**src/rtl/skinny_addconst_seq.sv**
```systemverilog
// SKINNY AddConstants stage with its own round-constant sequencer.
// Single-entry registered output; forward or inverse constant order per block.
module skinny_addconst_seq #(
  parameter int BLOCK_BITS = 128,
  parameter int NUM_ROUNDS = 40
) (
  input  logic                  clk,
  input  logic                  rst_n,
  input  logic [BLOCK_BITS-1:0] in_state,
  input  logic                  in_valid,
  input  logic                  in_first,
  input  logic                  in_dec,
  output logic                  in_ready,
  output logic [BLOCK_BITS-1:0] out_state,
  output logic                  out_valid,
  input  logic                  out_ready,
  output logic                  out_last,
  output logic                  err
);

  localparam int CELL = BLOCK_BITS / 16;

  function automatic logic [5:0] rc_fwd(input logic [5:0] r);
    return {r[4:0], r[5] ^ r[4] ^ 1'b1};
  endfunction

  function automatic logic [5:0] rc_inv(input logic [5:0] r);
    return {r[0] ^ r[5] ^ 1'b1, r[5:1]};
  endfunction

  function automatic logic [5:0] rc_after(input int n);
    logic [5:0] r;
    r = 6'h00;
    for (int i = 0; i < n; i++) r = rc_fwd(r);
    return r;
  endfunction

  // Decryption starts from the constant the forward direction ends on.
  localparam logic [5:0] RC_LAST  = rc_after(NUM_ROUNDS);
  localparam logic [5:0] LAST_RND = 6'(NUM_ROUNDS);

  // c[3:0] into cell 0, c[5:4] into cell 4, fixed 0x2 into cell 8.
  function automatic logic [BLOCK_BITS-1:0] const_mask(input logic [5:0] c);
    logic [BLOCK_BITS-1:0] m;
    m = '0;
    m[BLOCK_BITS-CELL +: 4]     = c[3:0];
    m[BLOCK_BITS-5*CELL +: 2]   = c[5:4];
    m[BLOCK_BITS-9*CELL+1]      = 1'b1;
    return m;
  endfunction

  logic [5:0] rc, rc_nxt, c_apply;
  logic [5:0] rnd, rnd_nxt;
  logic       dir, dir_nxt;
  logic       bad;
  logic       accept;
  logic [BLOCK_BITS-1:0] state_nxt;
  logic       last_nxt;

  assign in_ready = !out_valid || out_ready;
  assign accept   = in_valid && in_ready;

  always_comb begin
    c_apply = rc_fwd(rc);
    rc_nxt  = rc;
    rnd_nxt = rnd;
    dir_nxt = dir;
    bad     = 1'b0;
    if (in_first) begin
      if (in_dec) begin
        c_apply = RC_LAST;
        dir_nxt = 1'b1;
      end else begin
        c_apply = 6'h01;
        dir_nxt = 1'b0;
      end
      rc_nxt  = c_apply;
      rnd_nxt = 6'd1;
    end else if (rnd == 6'd0 || rnd == LAST_RND) begin
      bad = 1'b1;
    end else begin
      c_apply = dir ? rc_inv(rc) : rc_fwd(rc);
      rc_nxt  = c_apply;
      rnd_nxt = 6'(rnd + 6'd1);
    end
    state_nxt = bad ? in_state : (in_state ^ const_mask(c_apply));
    last_nxt  = !bad && (rnd_nxt == LAST_RND);
  end

  always_ff @(posedge clk or negedge rst_n) begin
    if (!rst_n) begin
      out_valid <= 1'b0;
      out_last  <= 1'b0;
      out_state <= '0;
      err       <= 1'b0;
      rc        <= 6'h00;
      rnd       <= 6'd0;
      dir       <= 1'b0;
    end else if (accept) begin
      out_valid <= 1'b1;
      out_last  <= last_nxt;
      out_state <= state_nxt;
      err       <= err || bad;
      rc        <= rc_nxt;
      rnd       <= rnd_nxt;
      dir       <= dir_nxt;
    end else if (out_ready) begin
      out_valid <= 1'b0;
    end
  end

endmodule

```
**config.mk**
```make
export PLATFORM = sky130hd
export DESIGN_NAME = skinny_addconst_seq
export DESIGN_NICKNAME = d
export VERILOG_FILES = /design/src/rtl/skinny_addconst_seq.sv
export SDC_FILE = /design/constraint.sdc
export NUM_CORES = 1
export LEC_CHECK = 0
export CAP_MARGIN = 10
export CORE_ASPECT_RATIO = 0.6
export CORE_MARGIN = 3
export CORE_UTILIZATION = 28
export CTS_CLUSTER_SIZE = 10
export DETAILED_ROUTE_END_ITERATION = 12
export GPL_ROUTABILITY_DRIVEN = 0
export PLACE_DENSITY = 0.6
export SYNTH_ARGS = -nofsm -noshare
export SYNTH_HDL_FRONTEND = slang
export SYNTH_SLANG_ARGS = --single-unit
```
**constraint.sdc**
```tcl
create_clock -name clk -period 2.6 [get_ports clk]
set_input_delay 0.39 -clock clk [delete_from_list [all_inputs] [get_ports clk]]
set_output_delay 0.39 -clock clk [all_outputs]
set_load 0.01 [all_outputs]
```
Fig. 1: wiring by layer
Scale bar: 50 um.
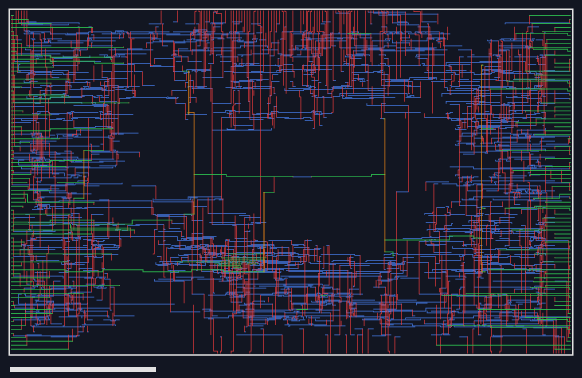
colour	layer	wire length
orange	met4	211 um
green	met3	2290 um
blue	met1	8430 um
red	met2	7120 um

Fig. 2: port wiring
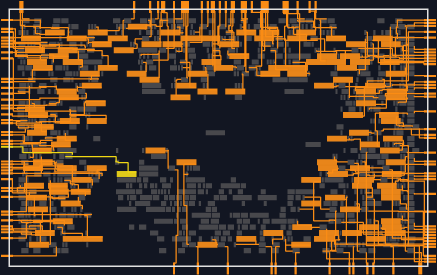
colour	port	direction	end cells	buffers	wire
orange	`out_state`	output	128	128	4580 um
yellow	`out_valid`	output	1	1	71.7 um

Fig. 3: cells by drive strength
Scale bar: 50 um.
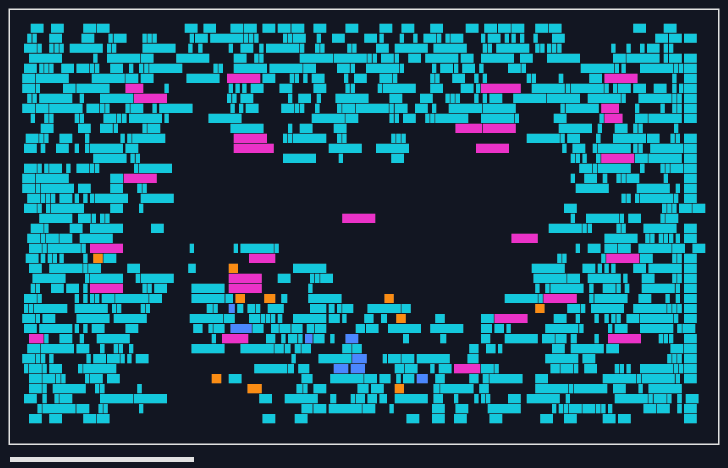
colour	size	cells	most used
magenta	drive 6 and up	28	clkbuf_16
orange	drive 3 to 4	10	buf_4
blue	drive 2	8	mux2_2
cyan	drive 1 or less	873	nand2_1

==> reports/qor.csv <==
stage,metric,value,unit
sta,Max Fclk,0.4628,GHz
clock_tree,CTS sink cnt,144,
final_layout,multi-input gates,462,
logic_synthesis,Yosys Chip Area,5837,um^2
place,area post-placement,8832,um^2
final_layout,Filler cells,1928,
sta,Final min period,2.161,ns
die,die area,22670,um^2
pwr,Cell Pwr Density,753.2,nW/um^2
clock_tree,TritonCTS buffer count,17,
die,Boundary Pins,266,
die,FP Util,28.87,%
logic_synthesis,yosys stat cell total,649,
logic_synthesis,instance count of the mapped netlist,649,
sta,unrepaired setup endpoints after global routing,no,
clock_tree,Latency at later pin,0.42,ns
logic_synthesis,Async SR Flop Fraction,100.0,%
place,total placed cells including tap cells,1161,
sta,post-route setup slack,0.4390,ns
logic_synthesis,Top cells by area,"dfrtp_1 62%, nand2_1 24%, clkbuf_1 1.4%",
setup_path,Worst EP arrival,1.77,ns
final_layout,fin util,46.53,%
final_layout,"Buffers, non-clock",277,
global_routing,vias in the first global route,4991,
setup_path,type of origin of the critical path,input pin,
drt,via count,5154,
global_routing,grt total ovfl,0,
logic_synthesis,synth cell count leaders,"380 x nand2_1, 144 x dfrtp_1, 21 x clkbuf_1, 8 x buf_1",
pwr,total power,7.086,mW
setup_path,Crit Path Class,in -> out,
flow_run,Tool Warnings,27,
final_layout,Comb/total area,21.96,%
min_path,hold-critical path depth,1,
final_layout,clk tree area frac,6.011,%
pwr,leakage power,4.467,nW
final_layout,final instance area,9408,um^2
final_layout,Nets,1044,
setup_path,Reg-to-Reg Start,rnd[0],
final_layout,logic area,2066,um^2
setup_path,crit-path max FO,5,
setup_path,flop-to-flop setup slack,0.52,ns
logic_synthesis,Mapped Avg Cell Area,8.994,um^2
logic_synthesis,"EDFF count, synth",0,
setup_path,end point of the critical path,in_ready,
logic_synthesis,Synth top area share,61.74,%
sta,fin. max-slew vios,0,
die,tap cells,273,
sta,max_slew headroom,58.33,%
sta,cycle use final,83.11,%
die,Vert. Die Dim,117.8,um
drt,initial drt markers,267,
logic_synthesis,"Seq/Total Area, Yosys",61.74,%
final_layout,Seq area share,38.30,%
sta,final setup violation count,0,
sta,Worst Skew,0.009331,ns
final_layout,Post-Layout Cell Count,1192,
drt,drt pass-1 iters,4,
sta,worst hold slack,0.4562,ns
logic_synthesis,syn nets,785,
clock_tree,CTS resizes,0,
drt,final antenna-violating net count,0,
global_routing,initial antenna violation count,0,
final_layout,register area,3603,um^2
min_path,Hold Crit Class,reg -> reg,
die,Die X,192.4,um
outcome,status,"complete, no violations",
logic_synthesis,YS warnings,0,
final_layout,Clock Buffer Count,25,
setup_path,Required @ worst endpoint,2.21,ns
min_path,Hold EP,err,
global_routing,Tot GR Track Use,15.87,%
logic_synthesis,top-count cell post-synth,nand2_1,
setup_path,r2r endpoint,out_state[123],
min_path,hold path startpoint,err,
logic_synthesis,Synth Register Bits,144,
clock_tree,# H-tree levels,4,
sta,TNS Setup,0,ns
final_layout,dominant kind of cell,registers,
logic_synthesis,Post-Synthesis Cell Area,5837,um^2
die,# rows,40,
flow_run,Max Cap Viol,0,
logic_synthesis,Dominant flop cell,dfrtp_1,
pwr,maximum vdd drop,0.0004155,V
setup_path,Worst R2R Path Depth,6,
drt,WL final,18060,um
drt,Vias/cell,4.324,
final_layout,Non-clock inverters,6,
final_layout,ANT cells,0,
[repair_timing]
item / 4_1_cts / 5_1_grt
setup buffers: 0 / 0
endpoints found under the setup margin: 0 / 0
hold buffers: 1 / 0
hold endpoints to repair: 58 / 0
[cell families after synthesis]
kind of cell,Yosys count,synth area share [%]
AND/OR/NAND/NOR,404,27.12
XOR/XNOR,9,1.479
multiplexers,8,1.436
adder cells (fa/ha/maj),2,0.4287
AND-OR/OR-AND,39,4.759
buffers and inverters,43,3.044
flip-flops,144,61.74
[layer usage]
metal / global-route usage [%] / share of wire, % / routed length (um) / vias up
li1: - / - / - / 2548
met1: 21.92 / 47 / 8433 / 2378
met2: 21.35 / 39 / 7120 / 211
met3: 8.155 / 13 / 2292 / 17
met4: 5.048 / 1.2 / 210 / 0
met5: 0 / 0 / 0 / -
[power breakdown]
part / internal [mW] / switching [mW]
Sequential: 2.60 / 0.267
Clock: 1.48 / 0.906
Combinational: 0.993 / 0.847
[placed cells by master (no fill, tap or decap), drive strengths merged, types with 3 or more instances in the layout]
| cell | instances |
|---|---|
| nand2 | 380 |
| clkdlybuf4s50 | 264 |
| dfrtp | 144 |
| clkbuf | 25 |
| buf | 12 |
| o21ai | 7 |
| inv | 6 |
| xnor2 | 6 |
| mux2i | 5 |
| o211ai | 5 |
| nand3 | 5 |
| o31ai | 5 |
| nor2 | 4 |
| mux2 | 3 |
| a21oi | 3 |
| a21o | 3 |
| or4 | 3 |
| xor2 | 3 |
[registers in the layout (all words and copies together), names as in the netlist]
name       count
dir            1
out_state    128
err            1
rnd            6
out_valid      1
rc             6
out_last       1
[critical path, stage by stage]
cell and delay, ns:
clkdlybuf4s50_1 0.49, nand2b_1 0.29, clkdlybuf4s50_1 0.60
Power and IR drop assume default switching activity.
